Figure 1. Metal layers overlaid (run 1).
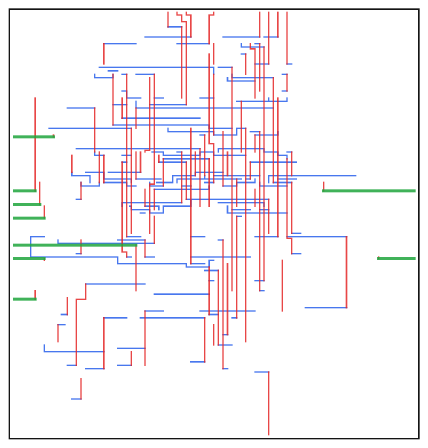
Figure 2. M3 wires (run 1).
Scale bar: 10 microns.
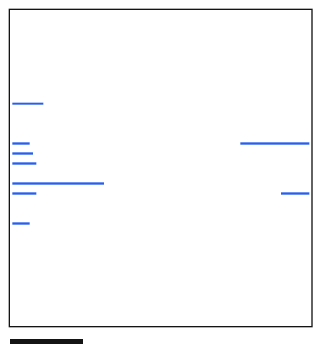
Figure 3. Clock distribution (run 1).
Scale bar: 10 microns.
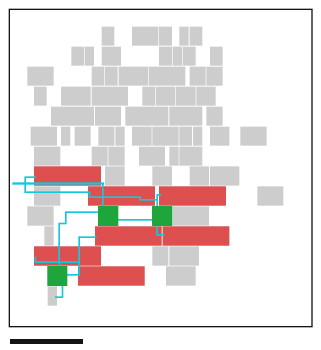
### src/rtl/genius_pkg.sv
// genius_pkg: shared state encoding and sizing for the Genius game controller.
package genius_pkg;
   localparam int p_state = 3;
   localparam int DEBOUNCE_CYCLES_DEFAULT = 1000000;
   typedef enum logic [p_state-1:0] {
      S_INIT   = 3'd0,
      S_SETUP  = 3'd1,
      S_FPGA   = 3'd2,
      S_USER   = 3'd3,
      S_CHECK  = 3'd4,
      S_NEXT   = 3'd5,
      S_RESULT = 3'd6
   } state_t;
endpackage

### src/rtl/genius_control_key_pulse.sv
// key_pulse: active-low key synchronizer with rising-edge pulse output.
// Debounce filter is built only when GENIUS_DEBOUNCE_EN is defined.
module key_pulse #(
   parameter int p_sync = 2
`ifdef GENIUS_DEBOUNCE_EN
   , parameter int p_debounce = 20
   , parameter int DEBOUNCE_CYCLES = 1000000
`endif
) (
   input  logic clk,
   input  logic rst_n,
   input  logic key_n,
   output logic pulse
);
   logic [p_sync-1:0] sync;
   logic level, level_q;
   always_ff @(posedge clk or negedge rst_n)
      if (!rst_n) sync <= '0;
      else sync <= {sync[p_sync-2:0], ~key_n};
`ifdef GENIUS_DEBOUNCE_EN
   logic [p_debounce-1:0] cnt;
   logic deb;
   // the debounced level only flips after DEBOUNCE_CYCLES consecutive differing samples
   always_ff @(posedge clk or negedge rst_n)
      if (!rst_n) begin
         cnt <= '0;
         deb <= 1'b0;
      end else if (sync[p_sync-1] == deb) cnt <= '0;
      else if (cnt == p_debounce'(DEBOUNCE_CYCLES - 1)) begin
         cnt <= '0;
         deb <= sync[p_sync-1];
      end else cnt <= cnt + 1'b1;
   assign level = deb;
`else
   assign level = sync[p_sync-1];
`endif
   always_ff @(posedge clk or negedge rst_n)
      if (!rst_n) begin
         level_q <= 1'b0;
         pulse   <= 1'b0;
      end else begin
         level_q <= level;
         pulse   <= level & ~level_q;
      end
endmodule

### src/rtl/genius_control.sv
// genius_control: main FSM of the Genius memory game driving datapath resets/enables.
// Optional ENTER debounce via GENIUS_DEBOUNCE_EN.
module genius_control
   import genius_pkg::*;
#(
   parameter int p_sync = 2
`ifdef GENIUS_DEBOUNCE_EN
   , parameter int p_debounce = 20
   , parameter int DEBOUNCE_CYCLES = DEBOUNCE_CYCLES_DEFAULT
`endif
) (
   input  logic               CLOCK_50,
   input  logic               RESET_N,
   input  logic               ENTER,
   input  logic               end_FPGA,
   input  logic               end_User,
   input  logic               end_time,
   input  logic               win,
   input  logic               match,
   output logic               R1,
   output logic               R2,
   output logic               E1,
   output logic               E2,
   output logic               E3,
   output logic               E4,
   output logic               SEL,
   output logic [p_state-1:0] state_o
);
   state_t state, next;
   logic enter_p;
   key_pulse #(
      .p_sync(p_sync)
`ifdef GENIUS_DEBOUNCE_EN
      , .p_debounce(p_debounce)
      , .DEBOUNCE_CYCLES(DEBOUNCE_CYCLES)
`endif
   ) u_enter (
      .clk(CLOCK_50),
      .rst_n(RESET_N),
      .key_n(ENTER),
      .pulse(enter_p)
   );
   always_ff @(posedge CLOCK_50 or negedge RESET_N)
      if (!RESET_N) state <= S_INIT;
      else state <= next;
   always_comb begin
      next = S_INIT;
      case (state)
         S_INIT:   next = S_SETUP;
         S_SETUP:  next = enter_p ? S_FPGA : S_SETUP;
         S_FPGA:   next = end_FPGA ? S_USER : S_FPGA;
         S_USER:   next = end_time ? S_RESULT : enter_p ? S_CHECK : S_USER;
         S_CHECK:  next = !match ? S_RESULT : !end_User ? S_USER : win ? S_RESULT : S_NEXT;
         S_NEXT:   next = S_FPGA;
         S_RESULT: next = enter_p ? S_INIT : S_RESULT;
         default:  next = S_INIT;
      endcase
   end
   assign R1      = state == S_INIT;
   assign R2      = state inside {S_INIT, S_FPGA, S_NEXT};
   assign E1      = state == S_SETUP;
   assign E2      = state == S_USER;
   assign E3      = state == S_FPGA;
   assign E4      = state inside {S_CHECK, S_NEXT};
   assign SEL     = state == S_RESULT;
   assign state_o = state;
endmodule

### config.mk
export PLATFORM = sky130hd
export DESIGN_NAME = genius_control
export DESIGN_NICKNAME = d
export VERILOG_FILES = /design/src/rtl/genius_pkg.sv /design/src/rtl/genius_control_key_pulse.sv /design/src/rtl/genius_control.sv
export SDC_FILE = /design/constraint.sdc
export NUM_CORES = 1
export LEC_CHECK = 0
export CAP_MARGIN = 20
export CORE_AREA = 2 2 39 41
export CTS_CLUSTER_SIZE = 30
export DETAILED_ROUTE_END_ITERATION = 6
export DIE_AREA = 0 0 41 43
export GPL_TIMING_DRIVEN = 0
export PLACE_DENSITY = 0.7
export SETUP_SLACK_MARGIN = 0.1
export SLEW_MARGIN = 5
export SYNTH_ARGS = -nofsm -noshare
export SYNTH_HDL_FRONTEND = slang
export SYNTH_SLANG_ARGS = --single-unit
### constraint.sdc
create_clock -name CLOCK_50 -period 1.2 [get_ports CLOCK_50]
set_input_delay 0.18 -clock CLOCK_50 [delete_from_list [all_inputs] [get_ports CLOCK_50]]
set_output_delay 0.18 -clock CLOCK_50 [all_outputs]
set_load 0.01 [all_outputs]
==> reports/results.ini, run 1 <==
[layout]
fin_nets = 80
num_antenna_cells = 0
finalCoreUtilization_pct = 49.9
syn2layout_area_growth_pct = 74.1
drive_above_1_share_pct = 49.3

[detailed_routing]
drt_pre_antenna_iters = 2
num_vias = 390
drt_iter0_drcs = 6
drt_drc_violations_left = 0
post_drt_via_cell_ratio = 4.48
drt-wirelength-per-cell_microns = 10.6
antenna_left = 0
totalWireLength_microns = 921

[clock_network]
h-tree-depth = 1
cts_root_buffer = sky130_fd_sc_hd__clkbuf_4
numCtsBuffers = 3
tritoncts = built
worstSkewPairLatency_ps = 240
cts.sinks = 7
clk_pin_slew_worst_paths_ps = 50

[setup_path]
cp_max_fo = 5
worstSetupPathType = register to output pin
worst_path_largest_cell_delay_ps = 400
critPathCaptureType = output pin
crit_slowest_cell = sky130_fd_sc_hd__dfrtp_1
arrival_ps = 1150
crit_top_cell = sky130_fd_sc_hd__buf_6
cell_breakdown_of_the_critical_path = buf_6 > nor2b_4 > buf_4 > buf_6
cp.required_ps = 1020

[place]
globalplace.congestion = 0.729
dp_hpwl_microns = 576
io_buffers = 17
dpl_worst_slack_ps = -354

[floorplan]
core_sq_um = 1380
floorplan.die.width_microns = 41
num_rows = 14
die_y_microns = 43
ios = 18

[logic_synthesis]
synth-edff-count = 0
netlist_area_sq_um = 397
xor_area_share_pct = 0
synth_cell_type_count = 21
synth.yosys.seq_area_share_pct = 44.2
yosys.cell_count.top_type = sky130_fd_sc_hd__dfrtp_1
area_figure_in_the_yosys_stat_output_sq_um = 397
synth.top_cells.by_area = sky130_fd_sc_hd__dfrtp_1, sky130_fd_sc_hd__buf_6, sky130_fd_sc_hd__and4bb_4
synth-compound-area-share_pct = 14.8
netlist_instances = 40
ys_dominant_reg_cell = sky130_fd_sc_hd__dfrtp_1
yosys_cells = 40
post_synth_fa_ha_maj_area_fraction_pct = 0
synth_top_cell_by_area = sky130_fd_sc_hd__dfrtp_1
synthesis.nets = 48
synthDominantCellAreaShare_pct = 44.2
post_synth.cell_area_avg_sq_um = 9.92
logic_family = simple AND/OR/NAND/NOR gates

[timing]
finClkSkew_ps = 2.33
worst_slew_pin_slew_ps = 296
fmax_ghz = 0.753
final-max-slew-violation-count = 0
slew_headroom_pct = 80.2
final_critical_path_setup_slack_ps = -127
final.period_utilization_pct = 111
rsz0062_at_grt = yes
hold_violations = 0
setup-violations-final = 8

[power]
total_leakage_power_nw = 0.331
sw_frac_of_total_pct = 37.6
clock_power_share_pct = 12.8
sequentialPowerShare_pct = 21.1
internal-power_mw = 0.987
power.net_switching_mw = 0.594
comb_power_share_pct = 66.0
powerDensity_nw_per_um2 = 2290

[grt]
grt_start_max_net_pins = 8
met2_usage_pct = 21.6
grt_overflow_total = 0
number_of_global_route_vias_before_repair = 371
grt_antenna_before_repair = 0
grt_use_total_pct = 13.1

[status]
violated_checks = setup timing
run_status = finished with violations

[min_path]
timing.hold.worst.class = input pin to asynchronous set/reset pin

[run]
log.warning_count = 29

Back to the opening pictures, Figure 1:
blue -> metal 1  # wire length 398 microns
green -> metal 3  # wire length 41.4 microns
red -> metal 2  # wire length 483 microns

Back to the opening pictures, Figure 2:
nets with wire on the layer = 9
longest straight run = 12.2 microns

Back to the opening pictures, Figure 3:
red -> flip-flops  # count 7
cyan -> clock wires  # length 86.8 microns
green -> clock drivers  # count 3
routed clock nets = 4

-- run 1: sequential cells by signal (all words and copies together) (netlist names) --
register and count:
u_enter.pulse 1, state_o 3, u_enter.level_q 1, u_enter.sync 2
-- run 1: power groups by stage --
stage	clock [mW]	sequential (mW)	combinational [mW]
after floorplan	0	0.347	0.475
after CTS	0.214	0.332	0.997
after global routing	0.239	0.341	1.13
after detailed placement	0	0.330	0.868
after global placement	0	0.329	0.867
final	0.203	0.334	1.04
-- run 1: critical path, delay by kind of cell, from the launching register on --
| kind | cells | cell delay, ps |
|---|---|---|
| simple gates | 1 | 120 |
| flops | 1 | 400 |
| buf+inv | 3 | 380 |
-- run 1: path summary, 6_finish.rpt --
check / start / to / slack [ps] / cells past startpoint
setup / recovery: state_o[2] / E4 / -130 / 4
hold / removal: RESET_N / state_o[0] / 190 / 1
setup reg to reg: state_o[2] / state_o[2] / -40 / 5
hold reg to reg: u_enter.sync[0] / u_enter.sync[1] / 350 / 0
max in group asynchronous: RESET_N / u_enter.sync[1] / 790 / 1
min in group CLOCK_50: u_enter.sync[0] / u_enter.sync[1] / 350 / 0
-- run 1: cell type report --
class | count | area (sq um)
tap | 16 | 20.0
buffer | 3 | 33.8
sequential | 7 | 175
inverter | 3 | 11.3
fill | 134 | 693
clock buffer | 4 | 26.3
timing repair buffer | 27 | 210
multi-input combinational | 27 | 214
-- run 1: metrics by stage --
step	cell area, sq um	setup TNS, ps	instances	total power [mW]	hold WS, ps
after floorplan	397	0	40	0.822	-116
after global placement	587	-2100	73	1.20	333
after detailed placement	587	-2170	73	1.20	338
after CTS	676	-731	86	1.54	193
after global routing	691	-1370	87	1.71	191
final	691	-757	87	1.58	187
-- run 1: placed cells by master (no fill, tap or decap), types with 2 or more instances in the layout --
cell type and instances:
sky130_fd_sc_hd__inv_1 2, sky130_fd_sc_hd__buf_6 5, sky130_fd_sc_hd__nand2b_1 2, sky130_fd_sc_hd__nor2_1 2, sky130_fd_sc_hd__nor3_1 2, sky130_fd_sc_hd__buf_4 9, sky130_fd_sc_hd__buf_2 7, sky130_fd_sc_hd__nand2_1 3
sky130_fd_sc_hd__dfrtp_1 7, sky130_fd_sc_hd__clkbuf_4 3, sky130_fd_sc_hd__nand2b_4 2, sky130_fd_sc_hd__nor2_2 2, sky130_fd_sc_hd__nor2b_1 2, sky130_fd_sc_hd__clkdlybuf4s50_1 7
-- run 1: per-layer routing --
layer  vias to the layer above  wire, microns
li1                        199              -
met2                         9            482
met5                         -              0
met1                       182            397
met4                         0              0
met3                         0             41
-- run 1: logic make-up (layout without fill, tap and decap cells) --
logic type             after synthesis  count (layout)
DFF                                  7               7
buffers and inverters                6              37
muxes                                1               1
and+or+nand+nor                     18              18
AOI/OAI and AO/OA                    8               8
-- run 1: what timing repair did --
item / 4_1_cts / 5_1_grt
setup buffers: 8 / 1
resized: 45 / 5
hold endpoints to repair: 0 / 0
pin swaps: 4 / 2
hold buffers: 0 / 0
setup endpoints to repair: 10 / 12
cloned: 1 / 0
--- run 2 (diff from run 1) ---
--- a/config.mk
+++ b/config.mk
@@ -12,6 +12,7 @@
 export DIE_AREA = 0 0 41 43
 export GPL_TIMING_DRIVEN = 0
 export PLACE_DENSITY = 0.7
+export REMOVE_ABC_BUFFERS = 1
 export SETUP_SLACK_MARGIN = 0.1
 export SLEW_MARGIN = 5
 export SYNTH_ARGS = -nofsm -noshare
==> run 2 against run 1 <==
  * The flow still finishes with violations (setup timing)
  * Clock skew grew 2.4 ps
  * Count of clock-buffer cells in the layout stayed put
  * Worst setup slack improved by 64 ps
  * Worst hold slack worse by 5.6 ps
  * Flip-flop count unchanged
  * Global-route usage is 0.43 points higher
  * Maximum frequency is 5.1% higher
  * Critical path type unchanged
  * Critical endpoint is now E3
==> reports/results.ini, run 2 <==
[layout]
leading_cell_type_in_the_layout_fill_and_taps_excluded = sky130_fd_sc_hd__buf_2
syn2layout_area_growth_pct = 69.7
final_cell_count_no_fill = 83
drive_above_1_share_pct = 52.2

[place]
dpl_worst_slack_ps = -454
dp_hpwl_microns = 598
place.detailed.instances = 70

[logic_synthesis]
synth_top_cell_by_area = sky130_fd_sc_hd__dfrtp_1
yosys.cell_count.top_type = sky130_fd_sc_hd__dfrtp_1
yosys_cells = 40
synth-edff-count = 0

[timing]
rsz0062_at_grt = yes
setup-violations-final = 7
final_critical_path_setup_slack_ps = -63.1
final.period_utilization_pct = 105

[setup_path]
crit_slowest_cell = sky130_fd_sc_hd__dfrtp_2
regToRegStartpoint = state_o[0]
cp_max_fo = 6
timing.rr.end = state_o[1]
category_of_cells_accounting_for_the_largest_share_of_critical_path_delay = flip-flops
critPathBufInv = 2
regToRegSetupSlack_ps = -20
arrival_ps = 1080

[detailed_routing]
post_drt_via_cell_ratio = 4.47
top_layer = met3
drt_drc_violations_left = 0
antenna_left = 0
drt_pre_antenna_iters = 2

[floorplan]
num_rows = 14
die_y_microns = 43

[clock_network]
worstSkewPairLatency_ps = 250
tritoncts = built

[grt]
number_of_global_route_vias_before_repair = 358

[status]
run_status = finished with violations
violated_checks = setup timing

[power]
total_power_mw = 1.58

-- run 2: cells by family after synthesis --
family                 after synthesis  share of synthesized area, %
flip-flops                           7                          44.2
AND/OR/NAND/NOR                     18                          28.7
multiplexers                         1                          2.52
buffers and inverters                6                          9.78
AND-OR/OR-AND                        8                          14.8
-- run 2: final cells by class --
cell class,instances,area (sq um)
Inverter,3,11.3
Multi-Input combinational cell,27,221
Clock buffer,4,26.3
Tap cell,16,20.0
Fill cell,121,711
Timing Repair Buffer,26,215
Sequential cell,7,179
-- run 2: worst max path at each step --
stage	from	end	slack [ps]	depth (start not counted)
5_1_grt	state_o[1]	R2	-140	4
4_1_cts	state_o[0]	R2	-90	3
3_5_place_dp	state_o[2]	R2	-450	4
2_1_floorplan	state_o[2]	R2	4	3
6_report	state_o[1]	E3	-60	3
3_3_place_gp	state_o[2]	R2	-440	4
-- run 2: repair_timing --
item / in CTS / in global routing
pin swaps: 4 / 2
setup buffers: 7 / 2
setup endpoints to repair: 13 / 12
resized: 53 / 5
gates cloned: 0 / 0
-- run 2: power breakdown --
group | internal (mW) | switching [mW] | leakage, nW
sequential | 0.300 | 0.0945 | 0.0810
clock | 0.126 | 0.0794 | 0.0150
combinational | 0.547 | 0.430 | 0.216
total | 0.973 | 0.604 | 0.312
-- run 2: through the flow --
step | hold WS, ps | util [%]
6_report | 181 | 48.6
5_1_grt | 194 | 48.6
4_1_cts | 185 | 45.8
3_5_place_dp | 338 | 40.4
3_3_place_gp | 335 | 40.4
2_1_floorplan | -116 | -
-- run 2: per-layer routing --
metal / vias to the layer above / track usage (%)
li1: 190 / -
met5: - / 0
met3: 0 / 6.28
met1: 172 / 18.3
met2: 9 / 19.7
met4: 0 / 2.00
Figure 4. Clock distribution (run 2).
Scale bar: 10 microns.
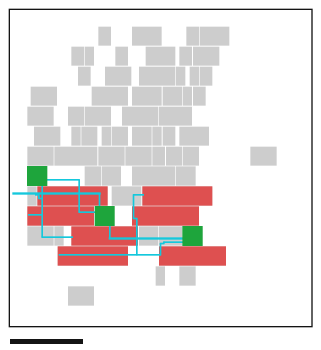
green -> clock drivers  # count 3
cyan -> clock wires  # length 88.7 microns
red -> flip-flops  # count 7
routed clock nets = 4

Figure 5. M3 wires (run 2).
Scale bar: 10 microns.
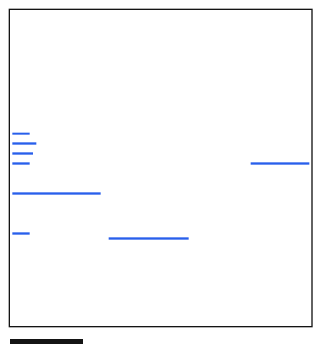
longest straight run = 11.7 microns
share of all routed wire = 4.6%
main direction = horizontal
nets with wire on the layer = 8

Power is estimated from default activity; no workload was simulated.
